==> run_1/closeup.png <==
Scale bar: 5 µm. Window x 37 to 57, y 44 to 64 µm. Cells in grey, sequential cells in the stronger grey; small squares are vias.
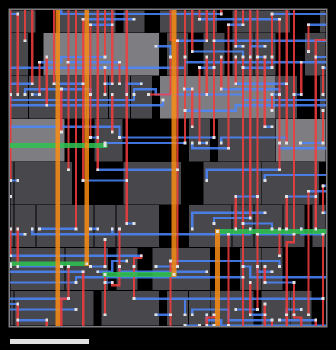
==> run_1/gates.png <==
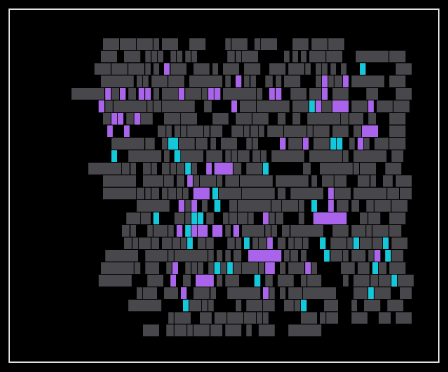
==> run_1/route_heat.png <==
The die is cut into 19 by 15 equal tiles; white is low, dark blue is high, scaled to the fullest tile. Values are wire area over tile area, all layers added.
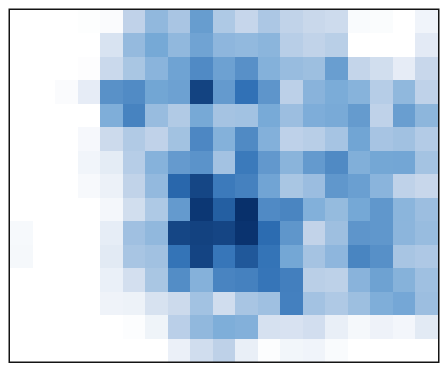
Design fb_access_arbiter, sky130hd; sources not shown.
==> flow_metrics.tcl, run 1 <==
# yosys + openroad results
set metrics [dict create \
    syn_area_mm2 0.002343 \
    internal-power_uw 572.6 \
    async_flop_share 0 \
    drive_gt1_frac 0.1388 \
    cts_tree "done" \
    slew_headroom 0.7159 \
    dpl.hpwl_mm 5.970 \
    largest_cell_class "multi-input combinational cells" \
    yosysUniqueCellTypes 32 \
    clock_sinks 35 \
    syn_area_per_cell_um2 6.421 \
    pre_cts_ws_ps 519.4 \
    cts_setup_buffers 0 \
    num-nonclk-buffers 106 \
    syn_inst 365 \
    p_sw_frac 0.3342 \
    m1WireLength_mm 3.240 \
    fin_tns_setup_ps 0 \
    diodes 0 \
    flops 35 \
    seq_area_um2 700.7 \
    pwr-share-clk 0.281 \
    inverters 31 \
    post-route-util 0.6213 \
    fin_ws_ps 498.3 \
    ios 128 \
    yosys_warnings 0 \
    io_buffers 103 \
    pwr-share-seq 0.403 \
    nets 531 \
    drv_slew 0 \
    tap_cells 78 \
    r2r_slack_ps 2410 \
    grt_pass1_vias 2533 \
    period_needed_ps 3802 \
    clk_share 0.02519 \
    seq_share 0.2075 \
    comb_area_mm2 0.001369 \
    setup_violations 0 \
    met1_usage 0.2702 \
    dieArea_mm2 0.007183 \
    cap_violations 0 \
    die_h_um 76.81 \
    fmax_mhz 263.0 \
    synth.top_cell.area_share 0.2990 \
    h-tree-depth 2 \
    outcome "complete, no violations" \
    finalHoldViolCount 0 \
    num-multi-input-gates 274 \
    edf_count 0 \
    cts-resized-gates 0 \
    final_cell_mix "122 x nand2_1, 84 x clkdlybuf4s50_1, 43 x nor2_1, 35 x dfxtp_1, 27 x inv_1" \
    drtIter0Drc 252 \
    clock_latency_ps 290 \
    comb_power_uw 271 \
    finalInstanceArea_mm2 0.003377 \
    crit_chain "clkdlybuf4s50_1 -> nor2_8 -> inv_4 -> nand2_1 -> nand2_1 -> clkdlybuf4s50_1" \
    cts_made_buffers 5 \
    wl_met2_mm 3.666 \
    synthAoiAreaFrac 0.1479 \
    synth_flops 35 \
    grt_max_degree 27 \
    grt_util_all_layers 0.2103 \
    met2_usage 0.3483 \
    most_common_cell "nand2_1" \
    mux_share 0 \
]
Notes on closeup.png above:
layer	colour
M2	red
M4	orange
M1	blue
M3	green
most frequent	nand2_1 (16), clkdlybuf4s50_1 (13), nor2_1 (5)
sequential cells in the window	2
cells with their middle in the window	45

Notes on gates.png above:
family	colour	cells	most used
inv cells	cyan	31	inv_1
nor cells	purple	53	nor2_1
fraction of area in multi-input gates: 0.4053
Commonest Layout Cell: nand2_1
Final Non-Filler Cells: 532

Notes on route_heat.png above:
emptiest ninth of the die	lower left
fullest tile	0.57
nearly empty tiles	24%
tiles over half the peak	25%
mean over tiles	0.18
per-cell routed wire length: 14.57 µm
WL final: 7.749 mm
via count: 2670

==> inputs of run 2 (changes only) <==
--- a/config.mk
+++ b/config.mk
@@ -8,10 +8,11 @@
 export ABC_AREA = 1
 export CORE_ASPECT_RATIO = 0.8
 export CORE_MARGIN = 5
-export CORE_UTILIZATION = 42
+export CORE_UTILIZATION = 39
 export DETAILED_ROUTE_END_ITERATION = 8
 export HOLD_SLACK_MARGIN = 0.03
-export PLACE_DENSITY = 0.86
+export PLACE_DENSITY = 0.81
 export SYNTH_ARGS = -nofsm -noshare
 export SYNTH_HDL_FRONTEND = slang
 export SYNTH_SLANG_ARGS = --single-unit
+export TNS_END_PERCENT = 30
==> constraint.sdc (replaced) <==
create_clock -name clk -period 4.2 [get_ports clk]
set_clock_uncertainty 0.15 [all_clocks]
set_input_delay 0.84 -clock clk [delete_from_list [all_inputs] [get_ports clk]]
set_output_delay 0.84 -clock clk [all_outputs]
set_load 0.03 [all_outputs]
==> run 2 against run 1 <==
Effect of this change:
- sequential power grew 2%
- core utilization shrank 4.8 points
- global-route usage shrank 2.3 points
- register-to-register slack lost 100 ps
- sequential share of layout area is essentially flat
- final cell count grew 0.94%
- non-clock buffer count grew 3
- die size grew 6.8%
==> flow_metrics.tcl, run 2 <==
# yosys + openroad results
set metrics [dict create \
    outcome "complete, no violations" \
    comb_share 0.4058 \
    yosys_warnings 0 \
    num-multi-input-gates 274 \
    grt_max_degree 27 \
    cts_setup_buffers 0 \
    clock_sinks 35 \
    tap_cells 81 \
    slew_headroom 0.6112 \
    largest_cell_class "multi-input combinational cells" \
    synth.top_cell.area_share 0.2990 \
    internal-power_uw 597.4 \
    fmax_mhz 274.7 \
    syn_area_mm2 0.002343 \
    fin_tns_setup_ps 0 \
    grt_pass1_vias 2537 \
    final_cell_mix "122 x nand2_1, 71 x clkdlybuf4s50_1, 43 x nor2_1, 38 x buf_4, 35 x dfxtp_1" \
    period_needed_ps 3641 \
    crit_chain "clkdlybuf4s50_1 -> inv_1 -> nand2_1 -> nor3_2 -> clkdlybuf4s50_1" \
    dieArea_mm2 0.007669 \
    drive_gt1_frac 0.1732 \
    comb_power_uw 275 \
    fin_ws_ps 559.2 \
    seq_area_um2 700.7 \
    syn_inst 365 \
    cts_made_buffers 5 \
    met1_usage 0.2315 \
    clk_share 0.02596 \
    worst_pin_slew_ps 581.3 \
    num-nonclk-buffers 109 \
    cap_violations 0 \
    async_flop_share 0 \
    m1WireLength_mm 3.187 \
    core-area_mm2 0.005881 \
    dpl.hpwl_mm 5.840 \
    pre_cts_ws_ps 567.8 \
    wire_per_inst_um 13.82 \
    final_common_cell "nand2_1" \
    post-route-util 0.5736 \
    pwr-share-clk 0.284 \
    comb_area_mm2 0.001369 \
    edf_count 0 \
    cts-resized-gates 0 \
    cts_buffer_depth 2 \
    yosysUniqueCellTypes 32 \
    h-tree-depth 2 \
    inverters 31 \
    mux_share 0 \
    flops 35 \
    criticalPathCategory "input pin to output pin" \
    wl_met2_mm 3.614 \
    finalNonFillerCells 537 \
    drtIter0Drc 122 \
    pwr-share-seq 0.404 \
    met2_usage 0.3251 \
    clock_latency_ps 290 \
    finalHoldViolCount 0 \
    syn_area_per_cell_um2 6.421 \
    ios 128 \
    synthAoiAreaFrac 0.1479 \
    drv_slew 0 \
    synth_flops 35 \
    nets 534 \
    setup_violations 0 \
    cts_tree "done" \
]
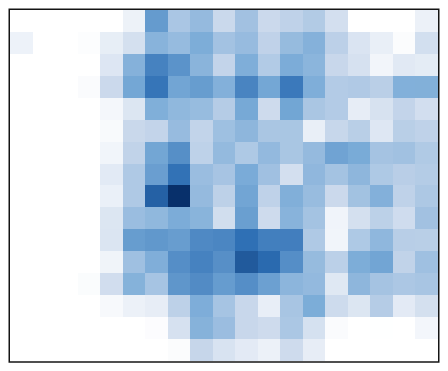
(run_2/route_heat.png)
The die is cut into 19 by 16 equal tiles; white is low, dark blue is high, scaled to the fullest tile. Values are wire area over tile area, all layers added.
emptiest ninth of the die	lower left
mean over tiles	0.16
nearly empty tiles	27%
GRT Overall Usage: 0.1872
via count: 2661

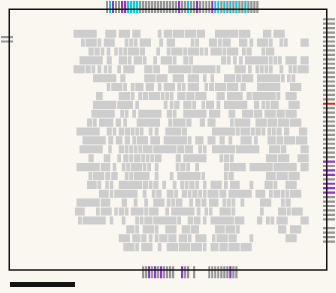
(run_2/pinout.png)
Scale bar: 20 µm. Pins as bars across the die edge, other pins in grey.
port	colour	pins	direction	edge
`clr_color`	cyan	12	input	top
`wr_addr`	purple	17	input	6 top, 6 right, 5 bottom
`reset`	red	1	input	right
all pins by edge	51 top, 50 right, 25 bottom, 2 left
die height: 79.34 µm
count of buffers from port buffering: 103

Power figures rest on the tool's default switching activity, not on a simulated workload.
